===== src/rtl/omp_atom_select.sv =====
// omp_atom_select
//   Atom selection stage of one OMP iteration. It takes the winning column
//   index lambda from the argmax stage and rejects it if it is out of range,
//   if the support list is full, or if it is already in the list. Otherwise it
//   copies rows 0..M of phi column lambda from the phi BRAM into the next free
//   slot of the selected-atom BRAM, then appends lambda to the support list.
//   N and M are sampled on start, so 4x4 (N=15, M=1) and 8x8 (N=63, M=7)
//   problems can share one build.
//
// Ports
//   clk, rst_n     rising-edge clock, asynchronous active-low reset
//   clear          synchronous: empty the support list and abort any operation
//   start, lambda  1-cycle request carrying the candidate column index
//   N, M           last valid column / row index, sampled with start
//   phi_addr       phi read address {lambda, row}; holds outside the fetch
//   phi_data       phi read data, RD_LAT cycles after phi_addr
//   a_we/a_addr    atom BRAM write strobe and address {slot, row}
//   a_din          atom BRAM write data (phi_data passed straight through)
//   atom_cnt       number of stored atoms, 0..K_MAX
//   idx_list       support indices, slot s at [6s+5:6s], unused slots zero
//   busy, done     operation in flight / 1-cycle completion pulse
//   status         00 ok, 01 duplicate, 10 full, 11 out of range
module omp_atom_select #(
  parameter int K_MAX  = 8,
  parameter int RD_LAT = 1,
  parameter int DW     = 96
) (
  input  logic                       clk,
  input  logic                       rst_n,
  input  logic                       clear,
  input  logic                       start,
  input  logic [5:0]                 lambda,
  input  logic [5:0]                 N,
  input  logic [2:0]                 M,
  output logic [8:0]                 phi_addr,
  input  logic [DW-1:0]              phi_data,
  output logic                       a_we,
  output logic [$clog2(K_MAX)+2:0]   a_addr,
  output logic [DW-1:0]              a_din,
  output logic [$clog2(K_MAX+1)-1:0] atom_cnt,
  output logic [6*K_MAX-1:0]         idx_list,
  output logic                       busy,
  output logic                       done,
  output logic [1:0]                 status
);

  localparam int SW = $clog2(K_MAX);
  localparam int CW = $clog2(K_MAX + 1);
  localparam int IW = 6;

  localparam logic [1:0] ST_OK    = 2'b00;
  localparam logic [1:0] ST_DUP   = 2'b01;
  localparam logic [1:0] ST_FULL  = 2'b10;
  localparam logic [1:0] ST_RANGE = 2'b11;

  typedef enum logic [2:0] {
    IDLE  = 3'd0,
    CHECK = 3'd1,
    FETCH = 3'd2,
    DRAIN = 3'd3,
    DONE  = 3'd4
  } state_t;

  state_t                      state_r;
  logic [5:0]                  lam_r;
  logic [5:0]                  n_r;
  logic [2:0]                  m_r;
  logic [SW-1:0]               slot_r;
  logic [2:0]                  row_r;
  logic [1:0]                  drain_r;
  logic [CW-1:0]               cnt_r;
  logic [IW*K_MAX-1:0]         list_r;
  logic [1:0]                  status_r;
  logic                        done_r;
  logic                        busy_r;
  logic [8:0]                  phi_addr_r;
  logic [RD_LAT-1:0]           we_pipe_r;
  logic [RD_LAT-1:0][SW+2:0]   addr_pipe_r;
  logic                        dup_s;
  logic                        full_s;
  logic                        range_s;

  // Reject conditions evaluated in CHECK; only occupied slots count as duplicates.
  always_comb begin
    dup_s = 1'b0;
    for (int s = 0; s < K_MAX; s++) begin
      dup_s = dup_s | ((CW'(s) < cnt_r) && (list_r[s*IW +: IW] == lam_r));
    end
    full_s  = (cnt_r == CW'(K_MAX));
    range_s = (lam_r > n_r);
  end

  // Control FSM: request capture, reject decision, row fetch, drain and list update.
  always_ff @(posedge clk or negedge rst_n) begin
    if (!rst_n) begin
      state_r    <= IDLE;
      lam_r      <= '0;
      n_r        <= '0;
      m_r        <= '0;
      slot_r     <= '0;
      row_r      <= '0;
      drain_r    <= '0;
      cnt_r      <= '0;
      list_r     <= '0;
      status_r   <= ST_OK;
      done_r     <= 1'b0;
      busy_r     <= 1'b0;
      phi_addr_r <= '0;
    end else if (clear) begin
      // Abort wins over everything, including a start in the same cycle.
      state_r <= IDLE;
      cnt_r   <= '0;
      list_r  <= '0;
      done_r  <= 1'b0;
      busy_r  <= 1'b0;
    end else begin
      done_r <= 1'b0;
      case (state_r)
        IDLE: begin
          if (start) begin
            lam_r    <= lambda;
            n_r      <= N;
            m_r      <= M;
            slot_r   <= cnt_r[SW-1:0];
            status_r <= ST_OK;
            busy_r   <= 1'b1;
            state_r  <= CHECK;
          end
        end
        CHECK: begin
          if (range_s) begin
            status_r <= ST_RANGE;
            done_r   <= 1'b1;
            state_r  <= DONE;
          end else if (full_s) begin
            status_r <= ST_FULL;
            done_r   <= 1'b1;
            state_r  <= DONE;
          end else if (dup_s) begin
            status_r <= ST_DUP;
            done_r   <= 1'b1;
            state_r  <= DONE;
          end else begin
            row_r      <= 3'd0;
            phi_addr_r <= {lam_r, 3'd0};
            state_r    <= FETCH;
          end
        end
        FETCH: begin
          // Stop on row == M so a 3-bit counter never wraps for M = 7.
          if (row_r == m_r) begin
            drain_r <= 2'd0;
            state_r <= DRAIN;
          end else begin
            row_r      <= row_r + 3'd1;
            phi_addr_r <= {lam_r, row_r + 3'd1};
          end
        end
        DRAIN: begin
          // The list update lands together with done, so atom_cnt is final on the pulse.
          if (drain_r == 2'(RD_LAT - 1)) begin
            list_r[slot_r*IW +: IW] <= lam_r;
            cnt_r                   <= cnt_r + CW'(1'b1);
            status_r                <= ST_OK;
            done_r                  <= 1'b1;
            state_r                 <= DONE;
          end else begin
            drain_r <= drain_r + 2'd1;
          end
        end
        DONE: begin
          busy_r  <= 1'b0;
          state_r <= IDLE;
        end
        default: begin
          state_r <= IDLE;
        end
      endcase
    end
  end

  // Write strobe/address delay line matching the phi BRAM read latency.
  always_ff @(posedge clk or negedge rst_n) begin
    if (!rst_n) begin
      we_pipe_r   <= '0;
      addr_pipe_r <= '0;
    end else if (clear) begin
      we_pipe_r <= '0;
    end else begin
      we_pipe_r[0] <= (state_r == FETCH);
      if (state_r == FETCH) begin
        addr_pipe_r[0] <= {slot_r, row_r};
      end
      for (int i = 1; i < RD_LAT; i++) begin
        we_pipe_r[i] <= we_pipe_r[i-1];
        if (we_pipe_r[i-1]) begin
          addr_pipe_r[i] <= addr_pipe_r[i-1];
        end
      end
    end
  end

  assign phi_addr = phi_addr_r;
  assign a_we     = we_pipe_r[RD_LAT-1];
  assign a_addr   = addr_pipe_r[RD_LAT-1];
  assign a_din    = phi_data;
  assign atom_cnt = cnt_r;
  assign idx_list = list_r;
  assign busy     = busy_r;
  assign done     = done_r;
  assign status   = status_r;

endmodule


===== config.mk =====
export PLATFORM = sky130hd
export DESIGN_NAME = omp_atom_select
export DESIGN_NICKNAME = d
export VERILOG_FILES = /design/src/rtl/omp_atom_select.sv
export SDC_FILE = /design/constraint.sdc
export NUM_CORES = 1
export LEC_CHECK = 0
export ABC_AREA = 1
export CAP_MARGIN = 20
export CORE_UTILIZATION = 39
export DETAILED_ROUTE_END_ITERATION = 7
export PLACE_DENSITY = 0.86
export SYNTH_ARGS = -nofsm -noshare
export SYNTH_HDL_FRONTEND = slang
export SYNTH_SLANG_ARGS = --single-unit

===== constraint.sdc =====
create_clock -name clk -period 2.8 [get_ports clk]
set_input_delay 0.28 -clock clk [delete_from_list [all_inputs] [get_ports clk]]
set_output_delay 0.28 -clock clk [all_outputs]
set_load 0.01 [all_outputs]

==> images/gates.png <==
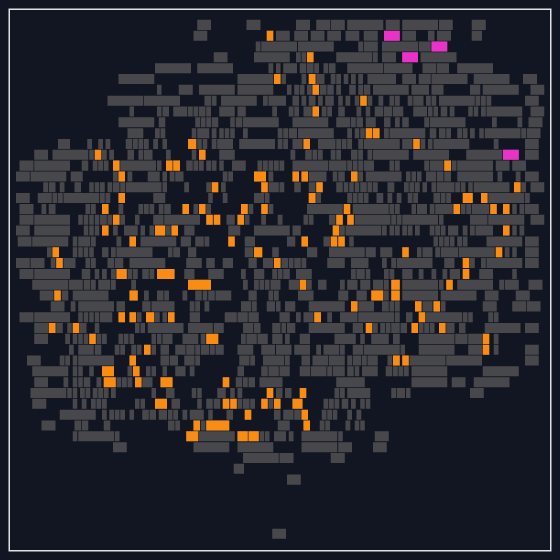
color	family	cells
magenta	mux cells	4
orange	aoi and oai cells	118

==> flow_summary.ini <==
; flow metrics
[layout]
sh_seq_area = 0.288
final_layout_top_logic_cells = sky130_fd_sc_hd__nand2_1 (283), sky130_fd_sc_hd__nor2_1 (96), sky130_fd_sc_hd__dfrtp_1 (95)
num_antenna_cells = 0
mostFrequentLayoutCell = sky130_fd_sc_hd__nand2_1
clockBufferCount = 9
comb.multi_input.count = 693
combGateArea_mm2 = 0.00352
dominant_cells = combinational gates
comb_area_share = 0.427
flow.area_growth_from_synthesis_pct = 18.5
num-nets-final = 1183
layout.clock.cell_area_share = 0.0365
signal_buffers = 151
num-nonclk-inverters = 100

[logic_synthesis]
synthesis.area_per_instance_um2 = 6.87
synthTopCellsByArea = sky130_fd_sc_hd__dfrtp_1 (34%), sky130_fd_sc_hd__nand2_1 (16%), sky130_fd_sc_hd__buf_4 (11%)
post_synthesis_register_bit_count = 95
edf_count = 0
synth.yosys.chip_area_mm2 = 0.00697
synth-async-reset-ratio = 1.00
synth_area_leader_cell = sky130_fd_sc_hd__dfrtp_1
synth-main-ff-cell = sky130_fd_sc_hd__dfrtp_1
synth.lib_cells_used.distinct = 41
synthesis.nets = 1147
yosys-stat-cells = 1014
synth_top_area_share = 0.341
synth_warnings = 0

[flow_run]
stage_log_warnings = 33
max-cap-violations = 0

[route]
routed_via_density = 5.36
first_iter_violations = 705
met1Wirelength_um = 9660
drc = 0
first_pass_iters = 6
antenna_nets_post_route = 0
route.top_layer_used = met4
met2_length_um = 9880

[global_routing]
grt_max_degree = 55
groute.layer.met3.usage = 0.0808
gr-total-overflow = 0
grt_pass1_vias = 6418
global_route.usage.met1 = 0.344
number_of_antenna_violations_at_the_first_check_in_global_routing = 0

[clock_network]
cts_tree = yes
clock_tree.buffer_depth = 2
ctsHtreeMaxLevel = 3
clock_sink_count = 95
clock.latency.late_pin_ns = 0.37
post_cts_resized = 1
cts_buffers = 9
cts_root_buf = sky130_fd_sc_hd__clkbuf_16

[setup_path]
cp_max_fo = 7
cp-start-kind = register
cp_data_required_time_ns = 3.11
crit_path_cell_trace = ha_2 > fa_1 > inv_2 > nand2_4 > buf_6 > inv_4 > nor2_4 > buf_4 > nand4_1 > nor2_1 > nor2_1 > a21oi_1 > nand4_1 > nand2_1
endpoint_kind = register
setup_slack_of_the_worst_register_to_register_path_ns = 0.09
crit_path_max_incr_delay_ns = 0.59
cell_family_with_the_largest_share_of_critical_path_delay = simple AND/OR/NAND/NOR gates

[power_and_ir_drop]
power.switching_mw = 2.93
combinationalPowerShare = 0.518
vdd_ir_drop_max_mv = 0.456
power_frac_seq = 0.282
top_power_group = combinational logic
clk-power_mw = 1.28
power.static_leakage_nw = 3.85
power-per-cell-area_mw_per_mm2 = 775
pwr-share-clk = 0.200

[timing]
max_slew.worst_pin.slew_ns = 0.562
maxSlewHeadroom = 0.625
grt_setup_unrepaired = true
timing.fmax_mhz = 368
period_needed_ns = 2.71
layout_worst_path_cycle_share = 0.969
fin_hold_ws_ns = 0.438
final_max_slew_viol_count = 0

[placed_design]
post-dp-hpwl_um = 17500
gpl.final_weighted_congestion = 1.03

[floorplan]
die_width_um = 136
die_height_um = 136
floorplanUtilization = 0.401
chipArea_mm2 = 0.0184
tapCellCount = 225
fp.coreArea_mm2 = 0.0174
boundaryPins = 283

[outcome]
run_status = finished, final reports clean
==> images/clock_wires.png <==
Scale bar: 50 um.
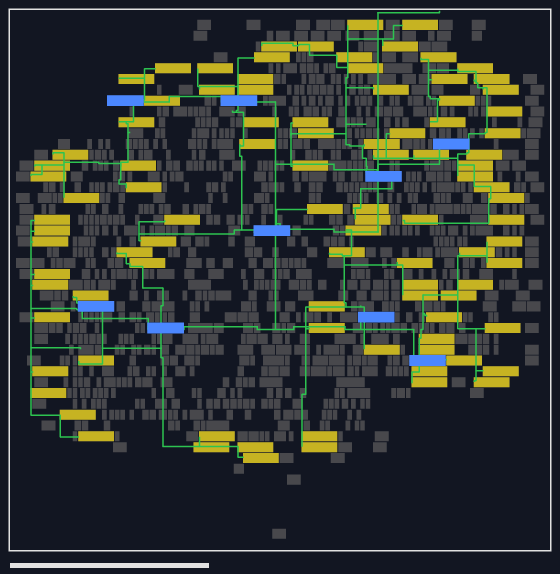
[yellow] flip-flops | count: 95
[blue] clock-net drivers | count: 9
[green] clock wires | length: 1,350 um
routed clock nets	10

## final timing paths
check | startpoint | endpoint | cells past startpoint
worst min register to register | phi_addr[3] | phi_addr[3] | 2
max in group asynchronous | rst_n | idx_list[19] | 3
min in group clk | phi_addr[3] | phi_addr[3] | 2
worst max-delay path | slot_r[1] | idx_list[37] | 14
worst min-delay path | rst_n | phi_addr[5] | 2
worst max register to register | slot_r[1] | idx_list[37] | 14
## cell families after synthesis
family / Yosys count / share of synthesized area
adders and majority gates: 18 / 0.0334
xor gates and xnor gates: 20 / 0.0251
muxes: 4 / 0.00647
buffers and inverters: 226 / 0.180
DFF: 95 / 0.341
AOI/OAI and AO/OA: 118 / 0.0905
and+or+nand+nor: 533 / 0.323
## stage by stage
step           TNS (ns)  worst slack, ns  instance area (um^2)  std cells  total power [mW]
3_5_place_dp    -0.0757          -0.0272                  7690       1256              4.92
5_1_grt          -0.823          -0.0688                  8260       1280              6.78
6_report              0           0.0863                  8260       1280              6.40
4_1_cts               0          0.00349                  8000       1273              6.20
2_1_floorplan         0            0.148                  6970       1014              3.82
3_3_place_gp          0           0.0845                  7690       1256              4.85
## flip-flops by register name, summed over array words and instances (netlist names)
register / count
n_r: 6
slot_r: 3
state_r: 3
drain_r: 2
done: 1
status: 2
row_r: 2
a_addr: 6
lam_r: 6
idx_list: 48
atom_cnt: 4
a_we: 1
m_r: 3
busy: 1
phi_addr: 7
## synthesized netlist by cell type, drive strengths merged, types with 6 or more instances
master / n
nor2: 121
o21ai: 73
inv: 97
nand4: 6
nand2: 300
nor3: 11
xnor2: 15
ha: 17
a21oi: 30
buf: 118
nand3: 86
clkbuf: 8
dfrtp: 95
Power figures rest on the tool's default switching activity, not on a simulated workload.
